Figure 1. M1 wires.
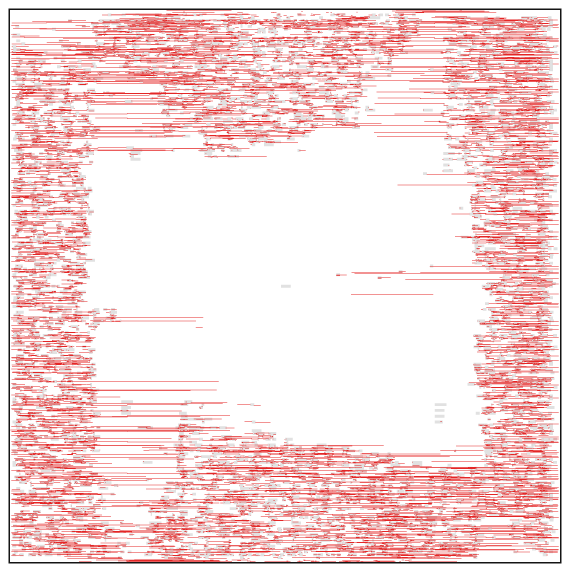
Figure 2. M2 wires.
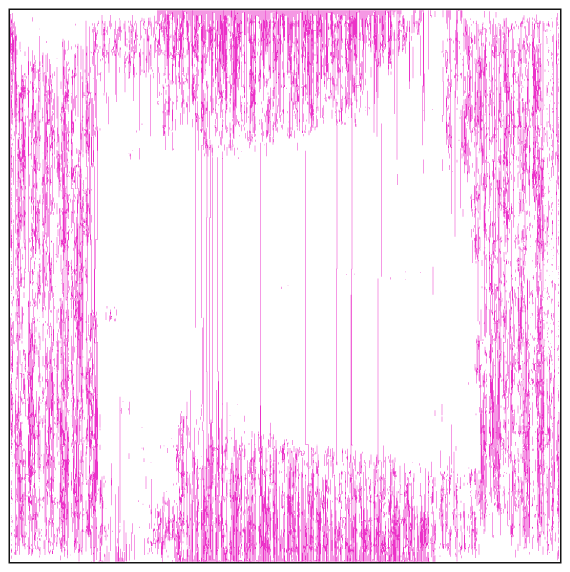
Figure 3. Metal 3.
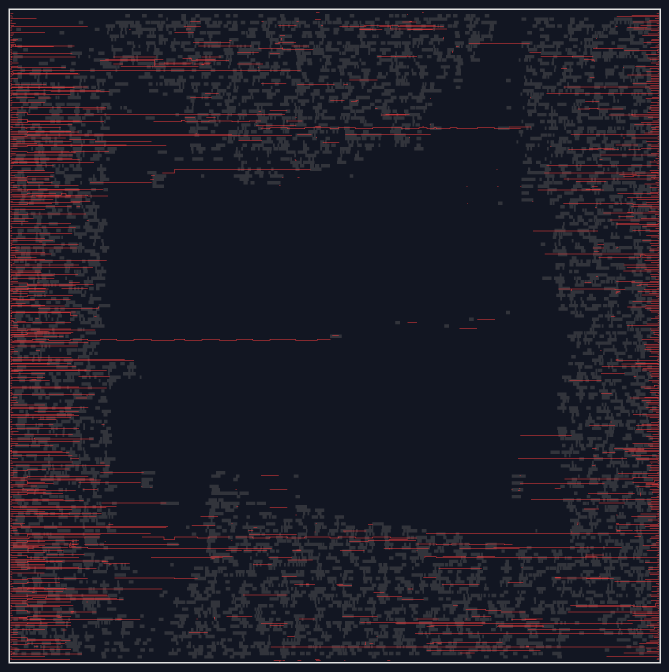
File: src/rtl/vrf_noc_pkg.sv
// Shared definitions for the VRF network ingress/egress blocks: default
// widths agreed with the VRF arbiter, header field placement and the
// deserializer state encoding.
package vrf_noc_pkg;

   localparam int NOC_ADDR_WIDTH  = 10;
   localparam int NOC_DATA_WIDTH  = 1024;
   localparam int NOC_FLIT_WIDTH  = 256;

   // Destination VRF row sits in the least significant bits of a header flit.
   localparam int NOC_HDR_DST_LSB = 0;

   typedef enum logic [1:0] {
      ST_IDLE    = 2'd0,
      ST_COLLECT = 2'd1,
      ST_WRITE   = 2'd2
   } flit_state_t;

   // Width of a counter that indexes 0..beats-1, never narrower than one bit.
   function automatic int beat_cnt_width(input int beats);
      return (beats > 1) ? $clog2(beats) : 1;
   endfunction

endpackage

File: src/rtl/vrf_flit_deserializer.sv
// Collects one header flit plus BEATS payload flits from the router ejection
// port into a full VRF row, then presents it to the VRF arbiter as a single
// write request that is held until granted.
//
// Handshakes:
//   Flit side: a flit transfers on a rising clk edge where in_flit_valid and
//   in_flit_ready are both high. in_flit_ready depends only on state and reset,
//   never on in_flit_valid, so a sender may hold valid across stalls.
//   Arbiter side: write_req rises with dst_addr/data_arbiter_recv valid and
//   holds them unchanged until the edge that samples write_gnt high; write_gnt
//   seen while write_req is low has no effect.
module vrf_flit_deserializer #(
   parameter int VRF_ADDR_WIDTH = vrf_noc_pkg::NOC_ADDR_WIDTH,
   parameter int VRF_DATA_WIDTH = vrf_noc_pkg::NOC_DATA_WIDTH,
   parameter int FLIT_WIDTH     = vrf_noc_pkg::NOC_FLIT_WIDTH
) (
   input  logic                      clk,
   input  logic                      rst_n,
   input  logic                      in_flit_valid,
   output logic                      in_flit_ready,
   input  logic                      in_flit_head,
   input  logic [FLIT_WIDTH-1:0]     in_flit_data,
   output logic [VRF_ADDR_WIDTH-1:0] dst_addr,
   output logic [VRF_DATA_WIDTH-1:0] data_arbiter_recv,
   output logic                      write_req,
   input  logic                      write_gnt,
   output logic                      pkt_done,
   output logic                      pkt_err,
   output logic [15:0]               pkt_count
);
   import vrf_noc_pkg::*;

   localparam int BEATS = VRF_DATA_WIDTH / FLIT_WIDTH;
   localparam int CNT_W = beat_cnt_width(BEATS);
   localparam logic [CNT_W-1:0] LAST_BEAT = CNT_W'(BEATS - 1);

   // Visible FSM state; checkers and debug probes bind to this signal.
   flit_state_t      state;
   logic [CNT_W-1:0] beat_cnt;
   logic             accept;

   // Ready is the only combinational output: open in IDLE/COLLECT, closed
   // while a write is pending and while reset is held.
   assign in_flit_ready = rst_n && (state != ST_WRITE);
   assign accept        = in_flit_valid && in_flit_ready;

   // Packet framing FSM, row assembly and arbiter request, all registered.
   always_ff @(posedge clk) begin
      if (!rst_n) begin
         state             <= ST_IDLE;
         beat_cnt          <= '0;
         write_req         <= 1'b0;
         dst_addr          <= '0;
         data_arbiter_recv <= '0;
         pkt_done          <= 1'b0;
         pkt_err           <= 1'b0;
         pkt_count         <= '0;
      end else begin
         pkt_done <= 1'b0;
         pkt_err  <= 1'b0;
         case (state)
            ST_IDLE: begin
               if (accept) begin
                  if (in_flit_head) begin
                     dst_addr <= in_flit_data[NOC_HDR_DST_LSB +: VRF_ADDR_WIDTH];
                     beat_cnt <= '0;
                     state    <= ST_COLLECT;
                  end else begin
                     // Payload without a header has no destination: drop it.
                     pkt_err <= 1'b1;
                  end
               end
            end
            ST_COLLECT: begin
               if (accept) begin
                  if (in_flit_head) begin
                     // New header restarts framing; every slot is rewritten
                     // before the next write, so stale beats never escape.
                     pkt_err  <= 1'b1;
                     dst_addr <= in_flit_data[NOC_HDR_DST_LSB +: VRF_ADDR_WIDTH];
                     beat_cnt <= '0;
                  end else begin
                     for (int b = 0; b < BEATS; b++) begin
                        if (beat_cnt == CNT_W'(b)) begin
                           data_arbiter_recv[b*FLIT_WIDTH +: FLIT_WIDTH] <= in_flit_data;
                        end
                     end
                     if (beat_cnt == LAST_BEAT) begin
                        beat_cnt  <= '0;
                        write_req <= 1'b1;
                        state     <= ST_WRITE;
                     end else begin
                        beat_cnt <= beat_cnt + CNT_W'(1);
                     end
                  end
               end
            end
            ST_WRITE: begin
               if (write_gnt) begin
                  write_req <= 1'b0;
                  pkt_done  <= 1'b1;
                  pkt_count <= pkt_count + 16'd1;
                  state     <= ST_IDLE;
               end
            end
            default: begin
               state     <= ST_IDLE;
               beat_cnt  <= '0;
               write_req <= 1'b0;
            end
         endcase
      end
   end

endmodule

File: config.mk
export PLATFORM = sky130hd
export DESIGN_NAME = vrf_flit_deserializer
export DESIGN_NICKNAME = d
export VERILOG_FILES = /design/src/rtl/vrf_noc_pkg.sv /design/src/rtl/vrf_flit_deserializer.sv
export SDC_FILE = /design/constraint.sdc
export NUM_CORES = 2
export LEC_CHECK = 0
export ABC_CLOCK_PERIOD_IN_PS = 2800
export CORE_AREA = 2 2 516 518
export DETAILED_ROUTE_END_ITERATION = 8
export DIE_AREA = 0 0 518 520
export MAX_ROUTING_LAYER = met4
export PLACE_DENSITY = 0.37
export SETUP_SLACK_MARGIN = 0.1
export SYNTH_ARGS = -nofsm -noshare
export SYNTH_HDL_FRONTEND = slang
export SYNTH_SLANG_ARGS = --single-unit
File: constraint.sdc
create_clock -name clk -period 2.8 [get_ports clk]
set_input_delay 0.56 -clock clk [delete_from_list [all_inputs] [get_ports clk]]
set_output_delay 0.56 -clock clk [all_outputs]
set_load 0.01 [all_outputs]
==> run_summary.xml <==
<?xml version="1.0" encoding="UTF-8"?>
<metrics>
  <group name="setup_path">
    <metric name="worst_r2r_path_depth" unit="">8</metric>
    <metric name="number_of_logic_stages_on_the_critical_path_including_buffering" unit="">3</metric>
    <metric name="timing.critical_path.from_type" unit="">flop</metric>
    <metric name="timing_worst_setup_path_type" unit="">reg2out</metric>
    <metric name="r2r_setup_slack" unit="ns">0.75</metric>
    <metric name="cp_slowest_cell" unit="">clkdlybuf4s50_1</metric>
    <metric name="rr_endpoint" unit="">data_arbiter_recv[364]</metric>
    <metric name="critical-path-top-delay-family" unit="">buffers and inverters</metric>
    <metric name="critical_path_required" unit="ns">2.24</metric>
    <metric name="setup.worst_path.end_class" unit="">output port</metric>
    <metric name="worst-endpoint-arrival" unit="ns">2.01</metric>
    <metric name="critPathCapture" unit="">in_flit_ready</metric>
    <metric name="worstSetupStartpoint" unit="">state[0]</metric>
    <metric name="top_fanout_value_on_the_critical_path" unit="">11</metric>
    <metric name="cp_cell_sequence" unit="">inv_1 -&gt; a21oi_1 -&gt; clkdlybuf4s50_1</metric>
    <metric name="largest_incremental_delay_on_the_critical_path" unit="ns">0.59</metric>
    <metric name="cp.buffers_inverters" unit="">2</metric>
  </group>
  <group name="place">
    <metric name="io_buffer_count" unit="">1314</metric>
    <metric name="gp_congestion" unit="">0.8484</metric>
    <metric name="post_dp_hpwl" unit="µm">170200</metric>
    <metric name="placedCellCount" unit="">9307</metric>
  </group>
  <group name="global_route">
    <metric name="grt_pass1_vias" unit="">35689</metric>
    <metric name="grt_first_pass_wirelength" unit="µm">300000</metric>
    <metric name="globalRouteMet1Util" unit="%">19.11</metric>
    <metric name="gr-usage-met2" unit="%">25.54</metric>
    <metric name="grt-busiest-layer" unit="">met2</metric>
    <metric name="grt_use_met3" unit="%">6.491</metric>
    <metric name="overflow" unit="">0</metric>
    <metric name="antenna_found_initial" unit="">51</metric>
    <metric name="grt_max_degree" unit="">134</metric>
  </group>
  <group name="pwr">
    <metric name="p_seq" unit="mW">15.1</metric>
    <metric name="power_leader" unit="">the clock network</metric>
    <metric name="vdd_drop_max" unit="V">0.0005700</metric>
    <metric name="p_per_area" unit="mW/mm²">586.0</metric>
    <metric name="power_frac_comb" unit="%">4.5</metric>
    <metric name="clock_net_power" unit="mW">17.9</metric>
    <metric name="combinationalPower" unit="mW">1.55</metric>
    <metric name="p_clk_share" unit="%">51.8</metric>
    <metric name="total_switching_power" unit="mW">8.521</metric>
    <metric name="static-leakage-power" unit="nW">18.79</metric>
    <metric name="internal-power" unit="mW">26.10</metric>
    <metric name="sw_frac_of_total" unit="%">24.61</metric>
    <metric name="power.sequential.fraction" unit="%">43.7</metric>
  </group>
  <group name="synthesis">
    <metric name="synth-seq-cells" unit="">1057</metric>
    <metric name="synth-warning-count" unit="">0</metric>
    <metric name="ys_seq_share" unit="%">58.06</metric>
    <metric name="floorplan.nets" unit="">4885</metric>
    <metric name="yosysCellCount" unit="">4618</metric>
    <metric name="avgSynthCellArea" unit="µm²">7.891</metric>
    <metric name="synth_chip_area" unit="mm²">0.03644</metric>
    <metric name="synth.lib_cells_used.distinct" unit="">36</metric>
    <metric name="synth-edff-count" unit="">0</metric>
    <metric name="synthArstFlopShare" unit="%">0</metric>
    <metric name="synthCells" unit="">4618</metric>
    <metric name="post_synth_instance_area" unit="mm²">0.03644</metric>
    <metric name="postSynth.topFlopCell" unit="">dfxtp_1</metric>
  </group>
  <group name="min_path">
    <metric name="timing.hold.worst.class" unit="">reg2reg</metric>
  </group>
  <group name="clock_tree">
    <metric name="htree_levels" unit="">4</metric>
    <metric name="cts_tree" unit="">yes</metric>
    <metric name="clock_path_buffers" unit="">3</metric>
    <metric name="clk-insertion-delay-late" unit="ns">0.79</metric>
    <metric name="post_cts_resize_count" unit="">9</metric>
    <metric name="clk_pin_slew" unit="ns">0.05</metric>
    <metric name="cts_inserted_buffers" unit="">137</metric>
    <metric name="hold_buffers" unit="">0</metric>
    <metric name="post-cts-setup-buffer-count" unit="">0</metric>
  </group>
  <group name="die">
    <metric name="chipWidth" unit="µm">518</metric>
    <metric name="ioPinCount" unit="">1315</metric>
    <metric name="core_util_floorplan" unit="%">13.81</metric>
    <metric name="placeableCoreArea" unit="mm²">0.2639</metric>
    <metric name="rows" unit="">189</metric>
    <metric name="chipArea" unit="mm²">0.2694</metric>
    <metric name="die-height" unit="µm">520</metric>
  </group>
  <group name="detailed_routing">
    <metric name="route.detailed.wl_per_inst" unit="µm">23.12</metric>
    <metric name="routed_wirelength" unit="µm">221600</metric>
    <metric name="drtPass1Iterations" unit="">6</metric>
    <metric name="highest-signal-layer" unit="">met4</metric>
    <metric name="post_detailed_route_drc_marker_count" unit="">0</metric>
    <metric name="post_drt_via_cell_ratio" unit="">3.833</metric>
    <metric name="dr_total_vias" unit="">36741</metric>
    <metric name="initialDrtViolationCount" unit="">2321</metric>
    <metric name="m1WireLength" unit="µm">92080</metric>
    <metric name="met2WireLength" unit="µm">101400</metric>
    <metric name="dr_wl_met3" unit="µm">22390</metric>
  </group>
  <group name="sta">
    <metric name="final_min_period_over_clock_period" unit="%">91.82</metric>
    <metric name="setup-violations-final" unit="">0</metric>
    <metric name="fmax" unit="MHz">389.0</metric>
    <metric name="setup-tns-final" unit="ns">0</metric>
    <metric name="final_max_slew_viol_count" unit="">0</metric>
    <metric name="maxSlewHeadroom" unit="%">41.84</metric>
    <metric name="worstMarginPinSlew" unit="ns">0.8725</metric>
    <metric name="rsz_0062_raised_after_global_routing" unit="">false</metric>
    <metric name="fin_worst_skew" unit="ns">0.03267</metric>
    <metric name="final_hold_viol_count" unit="">0</metric>
  </group>
  <group name="cells_and_area">
    <metric name="post_layout_nonfiller_instances" unit="">9585</metric>
    <metric name="layout.cells.most_common_list" unit="">nand2_1 (2081), clkdlybuf4s50_1 (1303), dfxtp_1 (1056), a21oi_1 (1041), buf_4 (144)</metric>
    <metric name="final_net_count" unit="">6180</metric>
    <metric name="area_delta_synth_final" unit="%">62.13</metric>
    <metric name="drive_gt1_share" unit="%">6.838</metric>
  </group>
  <group name="run_status">
    <metric name="outcome" unit="">finished clean</metric>
  </group>
  <group name="flow_run">
    <metric name="max_cap_violations" unit="">0</metric>
    <metric name="openroad.warnings" unit="">36</metric>
  </group>
</metrics>
Notes on Figure 1 above:
nets with wire on the layer: 5638
wire length on this layer: 92.1 mm
share of all routed wire: 42%

Notes on Figure 2 above:
longest straight run: 333 µm
nets with wire on the layer: 4871
main direction: vertical
share of all routed wire: 46%
wire length on this layer: 101 mm

Notes on Figure 3 above:
wire length on this layer: 22.4 mm
main direction: horizontal
share of all routed wire: 10%
nets with wire on the layer: 936

[worst register-to-register path, cell delays in order (launching register included)]
cell	delay, ns
dfxtp_1	0.29
buf_4	0.17
nor3b_2	0.26
buf_12	0.18
and3_4	0.23
buf_12	0.20
buf_4	0.43
nand2_1	0.07
a21oi_1	0.13
[area by class of cell]
type | count | area, µm²
clock buffers | 216 | 4090
clock inverters | 35 | 444.2
well taps | 3533 | 4420
diodes | 27 | 67.56
fillers | 29211 | 204800
inverters | 6 | 30.03
repair buffers | 1505 | 15190
multi-input cells | 3206 | 13670
flip-flops and latches | 1057 | 21160
[registers in the layout, indices dropped and copies added (netlist names)]
name / cells
beat_cnt: 2
data_arbiter_recv: 1024
dst_addr: 10
pkt_count: 16
pkt_done: 1
pkt_err: 1
state: 2
write_req: 1
[how the worst min path moves through the flow]
stage / startpoint / end / slack, ns / cells after the start
after global placement: data_arbiter_recv[990] / data_arbiter_recv[990] / 0.44 / 2
after CTS: in_flit_data[149] / data_arbiter_recv[405] / 0.36 / 3
after detailed placement: data_arbiter_recv[887] / data_arbiter_recv[887] / 0.45 / 2
after global routing: in_flit_data[149] / data_arbiter_recv[405] / 0.40 / 3
after floorplan: beat_cnt[1] / beat_cnt[1] / 0.46 / 2
final: data_arbiter_recv[268] / data_arbiter_recv[268] / 0.45 / 2
[metrics by stage]
stage	hold slack (ns)	utilization [%]	cell area [µm²]	setup slack [ns]	power, mW
2_1_floorplan	0.4647	-	36440	0.7830	15.81
3_3_place_gp	0.4412	20.65	54490	0.1261	17.04
3_5_place_dp	0.4453	20.65	54490	0.1338	17.04
4_1_cts	0.3555	22.36	59020	0.1047	35.25
5_1_grt	0.4006	22.38	59070	0.1102	35.88
6_report	0.4488	22.39	59080	0.2291	34.63
[cell families (layout without fill, tap and decap cells)]
logic type | count (synthesis) | in the layout | synth area share [%]
adders and majority gates | 6 | 6 | 0.2060
other | 0 | 27 | 0
DFF | 1057 | 1057 | 58.06
xor gates and xnor gates | 11 | 11 | 0.2644
buffers and inverters | 355 | 1762 | 4.604
and+or+nand+nor | 2138 | 2138 | 22.34
AOI/OAI and AO/OA | 1047 | 1047 | 14.41
muxes | 4 | 4 | 0.1099
[cells in the mapped netlist (2+ instances only)]
| cell | count | area, µm² |
|---|---|---|
| a21oi_1 | 1041 | 5210 |
| and2_1 | 2 | 12.51 |
| and3_1 | 5 | 31.28 |
| buf_1 | 9 | 33.78 |
| buf_2 | 108 | 540.5 |
| buf_4 | 54 | 405.4 |
| clkbuf_1 | 177 | 664.4 |
| dfxtp_1 | 1057 | 21160 |
| ha_1 | 6 | 75.07 |
| inv_1 | 5 | 18.77 |
| mux2i_1 | 4 | 40.04 |
| nand2_1 | 2081 | 7811 |
| nand2b_1 | 4 | 25.02 |
| nand3_1 | 11 | 55.05 |
| nand4_1 | 2 | 12.51 |
| nor2_1 | 17 | 63.81 |
| nor2b_1 | 2 | 12.51 |
| nor3_1 | 2 | 10.01 |
| nor4_1 | 4 | 25.02 |
| o21ai_0 | 2 | 10.01 |
| xnor2_1 | 7 | 61.31 |
| xor2_1 | 4 | 35.03 |
Power is estimated from default activity; no workload was simulated.
